## src/rtl/classifier_pkg.sv

```systemverilog
`default_nettype none
// ============================================================================
//  Module      : classifier_pkg
//  Description : Shared types and helpers for the digit classifier: FSM
//                state encoding, default fractional width and the
//                most-negative-score helper used to seed the runner-up.
//  Revision    : 1.0 - initial release
// ============================================================================
package classifier_pkg;

  // FSM state encoding, fixed 2-bit width.
  typedef enum logic [1:0] {
    IDLE = 2'd0,
    SCAN = 2'd1,
    OUT  = 2'd2
  } state_e;

  localparam int FRAC_DEFAULT = 12;

  // Most-negative two's complement value of a bits-wide score, returned
  // sign-extended to 64 bits so callers can truncate to any width <= 64.
  function automatic logic [63:0] score_min(input int bits);
    return {64{1'b1}} << (bits - 1);
  endfunction

endpackage : classifier_pkg
`default_nettype wire

```

## src/rtl/digit_classifier_top2_update.sv

```systemverilog
`default_nettype none
// ============================================================================
//  Module      : top2_update
//  Description : Combinational running top-2 update. Folds one candidate
//                score into the current (best, second, best_idx) triple using
//                strict signed compares, so ties favour the earlier index.
//  Ports       : i_best/i_second/i_best_idx - current triple
//                i_cand/i_idx               - candidate score and its index
//                o_best/o_second/o_best_idx - updated triple
//  Revision    : 1.0 - initial release
// ============================================================================
module top2_update #(
  parameter int BITS  = 24,
  parameter int IDX_W = 4
) (
  input  logic signed [BITS-1:0]  i_best,
  input  logic signed [BITS-1:0]  i_second,
  input  logic        [IDX_W-1:0] i_best_idx,
  input  logic signed [BITS-1:0]  i_cand,
  input  logic        [IDX_W-1:0] i_idx,
  output logic signed [BITS-1:0]  o_best,
  output logic signed [BITS-1:0]  o_second,
  output logic        [IDX_W-1:0] o_best_idx
);

  always_comb begin
    o_best     = i_best;
    o_second   = i_second;
    o_best_idx = i_best_idx;
    if (i_cand > i_best) begin
      // New leader: the old leader drops to runner-up.
      o_second   = i_best;
      o_best     = i_cand;
      o_best_idx = i_idx;
    end else if (i_cand > i_second) begin
      // An equal-to-best later score lands here, giving margin 0.
      o_second = i_cand;
    end
  end

endmodule : top2_update
`default_nettype wire

```

## src/rtl/digit_classifier.sv

```systemverilog
`default_nettype none
// ============================================================================
//  Module      : digit_classifier
//  Description : Final decision stage after the FC layer. On the rising edge
//                of layer_done it captures all HEIGHT scores, scans them one
//                per cycle for the best and second-best, then publishes the
//                winning digit, both scores, their margin and a
//                low-confidence flag alongside a one-cycle result_valid.
//  Ports       : clk, reset (async, active-high)
//                layer_done     - level done flag from the FC layer
//                layer_in       - HEIGHT packed signed scores, [i] = digit i
//                digit          - index of the highest score
//                best_score     - highest score
//                second_score   - second-highest score
//                margin         - best_score - second_score (unsigned)
//                low_confidence - margin < MARGIN_MIN
//                result_valid   - one-cycle pulse with updated results
//                busy           - capture edge through result_valid cycle
//  Revision    : 1.0 - initial release
// ============================================================================
module digit_classifier
  import classifier_pkg::*;
#(
  parameter int BITS       = 24,
  parameter int HEIGHT     = 10,
  parameter int FRAC       = FRAC_DEFAULT,
  parameter int MARGIN_MIN = 2048
) (
  input  logic                          clk,
  input  logic                          reset,
  input  logic                          layer_done,
  input  logic [HEIGHT-1:0][BITS-1:0]   layer_in,
  output logic [$clog2(HEIGHT)-1:0]     digit,
  output logic [BITS-1:0]               best_score,
  output logic [BITS-1:0]               second_score,
  output logic [BITS-1:0]               margin,
  output logic                          low_confidence,
  output logic                          result_valid,
  output logic                          busy
);

  localparam int                IDX_W          = $clog2(HEIGHT);
  localparam logic [IDX_W-1:0]  C_LAST_IDX     = IDX_W'(HEIGHT - 1);
  localparam logic [BITS-1:0]   C_SCORE_MIN    = BITS'(score_min(BITS));
  localparam logic [BITS-1:0]   C_MARGIN_MIN   = BITS'(MARGIN_MIN);

  // The fixed-point format must leave at least one integer/sign bit.
  generate
    if (FRAC >= BITS) begin : g_frac_check
      $error("digit_classifier: FRAC must be smaller than BITS");
    end
  endgenerate

  // --------------------------------------------------------------------------
  // State and datapath registers
  // --------------------------------------------------------------------------
  state_e                         state_q, state_d;
  logic                           done_q, done_d;
  logic                           busy_q, busy_d;
  logic [HEIGHT-1:0][BITS-1:0]    score_buf_q, score_buf_d;
  logic signed [BITS-1:0]         best_q, best_d;
  logic signed [BITS-1:0]         second_q, second_d;
  logic [IDX_W-1:0]               best_idx_q, best_idx_d;
  logic [IDX_W-1:0]               idx_q, idx_d;

  logic [IDX_W-1:0]               digit_q, digit_d;
  logic [BITS-1:0]                best_score_q, best_score_d;
  logic [BITS-1:0]                second_score_q, second_score_d;
  logic [BITS-1:0]                margin_q, margin_d;
  logic                           low_conf_q, low_conf_d;
  logic                           result_valid_q, result_valid_d;

  logic                           w_trigger;
  logic signed [BITS-1:0]         w_cand;
  logic signed [BITS-1:0]         w_upd_best;
  logic signed [BITS-1:0]         w_upd_second;
  logic [IDX_W-1:0]               w_upd_idx;
  logic [BITS-1:0]                w_margin;

  assign w_trigger = layer_done & ~done_q;
  assign w_cand    = $signed(score_buf_q[idx_q]);

  // best >= second always holds, so the true difference is non-negative and
  // fits in BITS unsigned bits; the BITS-wide wrap-around subtraction yields
  // exactly those bits.
  assign w_margin  = best_q - second_q;

  top2_update #(
    .BITS  (BITS),
    .IDX_W (IDX_W)
  ) u_top2_update (
    .i_best     (best_q),
    .i_second   (second_q),
    .i_best_idx (best_idx_q),
    .i_cand     (w_cand),
    .i_idx      (idx_q),
    .o_best     (w_upd_best),
    .o_second   (w_upd_second),
    .o_best_idx (w_upd_idx)
  );

  // --------------------------------------------------------------------------
  // Next-state logic
  // --------------------------------------------------------------------------
  always_comb begin
    state_d        = state_q;
    done_d         = layer_done;
    score_buf_d    = score_buf_q;
    best_d         = best_q;
    second_d       = second_q;
    best_idx_d     = best_idx_q;
    idx_d          = idx_q;
    digit_d        = digit_q;
    best_score_d   = best_score_q;
    second_score_d = second_score_q;
    margin_d       = margin_q;
    low_conf_d     = low_conf_q;
    result_valid_d = 1'b0;

    case (state_q)
      IDLE: begin
        // Triggers are only honoured here; edges during SCAN/OUT are dropped.
        if (w_trigger) begin
          score_buf_d = layer_in;
          best_d      = $signed(layer_in[0]);
          second_d    = $signed(C_SCORE_MIN);
          best_idx_d  = '0;
          idx_d       = IDX_W'(1);
          state_d     = SCAN;
        end
      end
      SCAN: begin
        best_d     = w_upd_best;
        second_d   = w_upd_second;
        best_idx_d = w_upd_idx;
        idx_d      = idx_q + IDX_W'(1);
        if (idx_q == C_LAST_IDX) begin
          state_d = OUT;
        end
      end
      OUT: begin
        digit_d        = best_idx_q;
        best_score_d   = best_q;
        second_score_d = second_q;
        margin_d       = w_margin;
        low_conf_d     = (w_margin < C_MARGIN_MIN);
        result_valid_d = 1'b1;
        state_d        = IDLE;
      end
      default: begin
        state_d = IDLE;
      end
    endcase

    // busy spans capture through the result_valid cycle; a capture in that
    // same cycle keeps it high for the next run.
    if (state_q == IDLE && w_trigger) begin
      busy_d = 1'b1;
    end else if (result_valid_q) begin
      busy_d = 1'b0;
    end else begin
      busy_d = busy_q;
    end
  end

  // --------------------------------------------------------------------------
  // Registers
  // --------------------------------------------------------------------------
  always_ff @(posedge clk or posedge reset) begin
    if (reset) begin
      state_q        <= IDLE;
      done_q         <= 1'b0;
      busy_q         <= 1'b0;
      best_q         <= '0;
      second_q       <= '0;
      best_idx_q     <= '0;
      idx_q          <= '0;
      digit_q        <= '0;
      best_score_q   <= '0;
      second_score_q <= '0;
      margin_q       <= '0;
      low_conf_q     <= 1'b0;
      result_valid_q <= 1'b0;
    end else begin
      state_q        <= state_d;
      done_q         <= done_d;
      busy_q         <= busy_d;
      best_q         <= best_d;
      second_q       <= second_d;
      best_idx_q     <= best_idx_d;
      idx_q          <= idx_d;
      digit_q        <= digit_d;
      best_score_q   <= best_score_d;
      second_score_q <= second_score_d;
      margin_q       <= margin_d;
      low_conf_q     <= low_conf_d;
      result_valid_q <= result_valid_d;
    end
  end

  // Score buffer contents are don't-care after reset.
  always_ff @(posedge clk) begin
    score_buf_q <= score_buf_d;
  end

  assign digit          = digit_q;
  assign best_score     = best_score_q;
  assign second_score   = second_score_q;
  assign margin         = margin_q;
  assign low_confidence = low_conf_q;
  assign result_valid   = result_valid_q;
  assign busy           = busy_q;

endmodule : digit_classifier
`default_nettype wire

```

## config.mk

```make
export PLATFORM = sky130hd
export DESIGN_NAME = digit_classifier
export DESIGN_NICKNAME = d
export VERILOG_FILES = /design/src/rtl/classifier_pkg.sv /design/src/rtl/digit_classifier_top2_update.sv /design/src/rtl/digit_classifier.sv
export SDC_FILE = /design/constraint.sdc
export NUM_CORES = 1
export LEC_CHECK = 0
export ABC_CLOCK_PERIOD_IN_PS = 15000
export CAP_MARGIN = 5
export CORE_MARGIN = 2
export CORE_UTILIZATION = 50
export DETAILED_ROUTE_END_ITERATION = 12
export GPL_ROUTABILITY_DRIVEN = 0
export PLACE_DENSITY = 0.86
export SLEW_MARGIN = 10
export SYNTH_ARGS = -nofsm -noshare
export SYNTH_HDL_FRONTEND = slang
export SYNTH_SLANG_ARGS = --single-unit
```

## constraint.sdc

```tcl
create_clock -name clk -period 15 [get_ports clk]
set_input_delay 4.5 -clock clk [delete_from_list [all_inputs] [get_ports clk]]
set_output_delay 4.5 -clock clk [all_outputs]
set_load 0.01 [all_outputs]
```

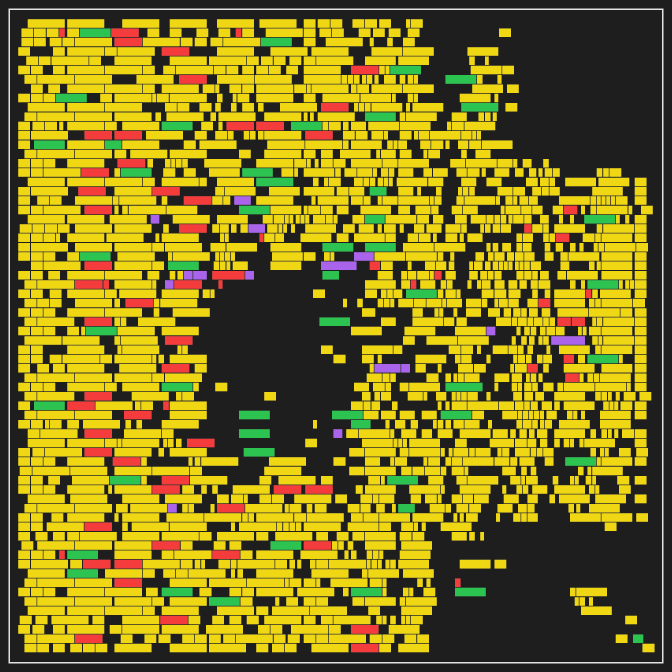
**Above:** cell sizes after repair.
Key: green = _6 and larger [cells 49]; red = _2 cells [cells 70]; yellow = _0 and _1 cells [cells 1488]; purple = _3 and _4 cells [cells 15]
Final WS setup: 7.58 ns
Layout area overhead: 27.9%
Non-clock buffers: 329
finished layout cell area: 22200 um^2

==> impl_metrics.py <==
# Generated from Yosys and OpenROAD reports
metrics = {
    "yosys": {
        "ys_seq_share_pct": 61.5,
        "synth_xor_xnor_area_share_pct": 0.555,
        "ys_chip_area_um2": 17300,
        "yosys_cells": 1289,
        "synthMuxAreaShare_pct": 12.2,
    },
    "sta": {
        "rsz0062_at_grt": "no",
        "finalClockPeriodUsage_pct": 49.5,
        "layout_min_cycle_time_ns": 7.42,
        "slew_violations": 0,
    },
    "routing": {
        "first_pass_iters": 6,
        "dr_total_vias": 12080,
        "wl_um": 45800,
        "drt_iter0_drc": 1164,
    },
    "power": {
        "pwr-share-comb_pct": 53.9,
        "p_per_area_nw_per_um2": 268,
        "power_frac_seq_pct": 30.3,
        "power_switching_share_pct": 41.2,
        "power.internal_w": 0.00350,
        "top_power_group": "combinational logic",
        "powerComb_w": 0.00321,
    },
    "die": {
        "dieWidth_um": 190,
        "chipArea_um2": 36200,
        "initCoreUtil_pct": 50.5,
        "rows": 68,
    },
    "clock_tree": {
        "cts_resized": 0,
        "cts_buffers": 38,
        "clockBufferDepth": 3,
        "tritoncts": "built",
    },
    "status": {
        "outcome": "completed",
    },
    "setup_path": {
        "reg2reg_depth": 14,
        "path_delay_family": "buffers and inverters",
        "rr_endpoint": "best_q[0]",
        "crit_path_max_fanout": 100,
        "crit_cells": 6,
        "worstSetupStartpointType": "primary input",
    },
    "run": {
        "drv_cap": 0,
    },
    "global_route": {
        "grt_max_degree": 101,
        "grt_usage_pct": 25.3,
        "overflow": 0,
        "grt_pass1_wl_um": 69400,
    },
    "final_layout": {
        "regMostFlops": "score_buf_q",
        "final_layout_top_logic_cells": "clkdlybuf4s50_1, edfxtp_1, dfrtp_1",
        "largest_reg_flops": 240,
    },
}
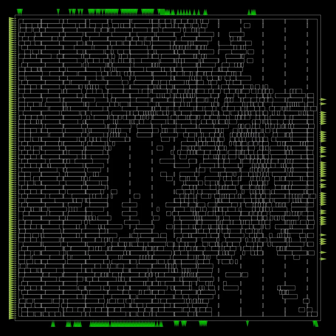
**Above:** placed standard cells.
Tap Cells: 455
core box area: 34400 um^2
Core Util, Final: 64.6%

## cell type report
class	count	area [um^2]
diodes	1	2.50
clock buffers	56	1080
clock inverters	13	163
fillers	2433	12200
inverters	66	253
multi-input cells	780	6180
flip-flops and latches	378	10700
well taps	455	569
repair buffers	329	3270
## metrics by stage
step                      area [um^2]  instances  setup WS (ns)  power (W)
after floorplan                 17300       1289           3.43    0.00408
after global placement          20900       2008           7.07    0.00482
after detailed placement        20900       2008           7.05    0.00496
after CTS                       22200       2077           7.59    0.00593
after global routing            22200       2078           7.34    0.00634
final                           22200       2078           7.58    0.00595
## cells in the mapped netlist (4+ instances only)
master | n | share of area (%)
edfxtp_1 | 240 | 42
dfrtp_1 | 138 | 20
a21oi_1 | 108 | 3.1
nand2_1 | 107 | 2.3
mux2i_1 | 97 | 5.6
o21ai_0 | 81 | 2.3
ha_1 | 73 | 5.3
inv_1 | 66 | 1.4
mux4_2 | 48 | 6.2
clkbuf_1 | 46 | 1.0
nor2_1 | 46 | 1.0
o2bb2ai_1 | 23 | 1.2
a21o_1 | 18 | 0.78
nand3_1 | 17 | 0.49
nor3_1 | 14 | 0.40
and3_1 | 8 | 0.29
buf_2 | 8 | 0.23
nand4_1 | 8 | 0.29
a211oi_1 | 7 | 0.30
nand2b_1 | 7 | 0.25
nor2b_1 | 7 | 0.25
o211ai_1 | 7 | 0.30
o21ai_1 | 7 | 0.20
xor2_1 | 7 | 0.35
a31oi_1 | 6 | 0.22
and2_1 | 5 | 0.18
mux2_2 | 5 | 0.32
o31ai_1 | 5 | 0.22
a22o_1 | 4 | 0.20
buf_1 | 4 | 0.087
buf_4 | 4 | 0.17
o211a_1 | 4 | 0.23
o21a_1 | 4 | 0.17
xnor2_1 | 4 | 0.20
Power figures rest on the tool's default switching activity, not on a simulated workload.
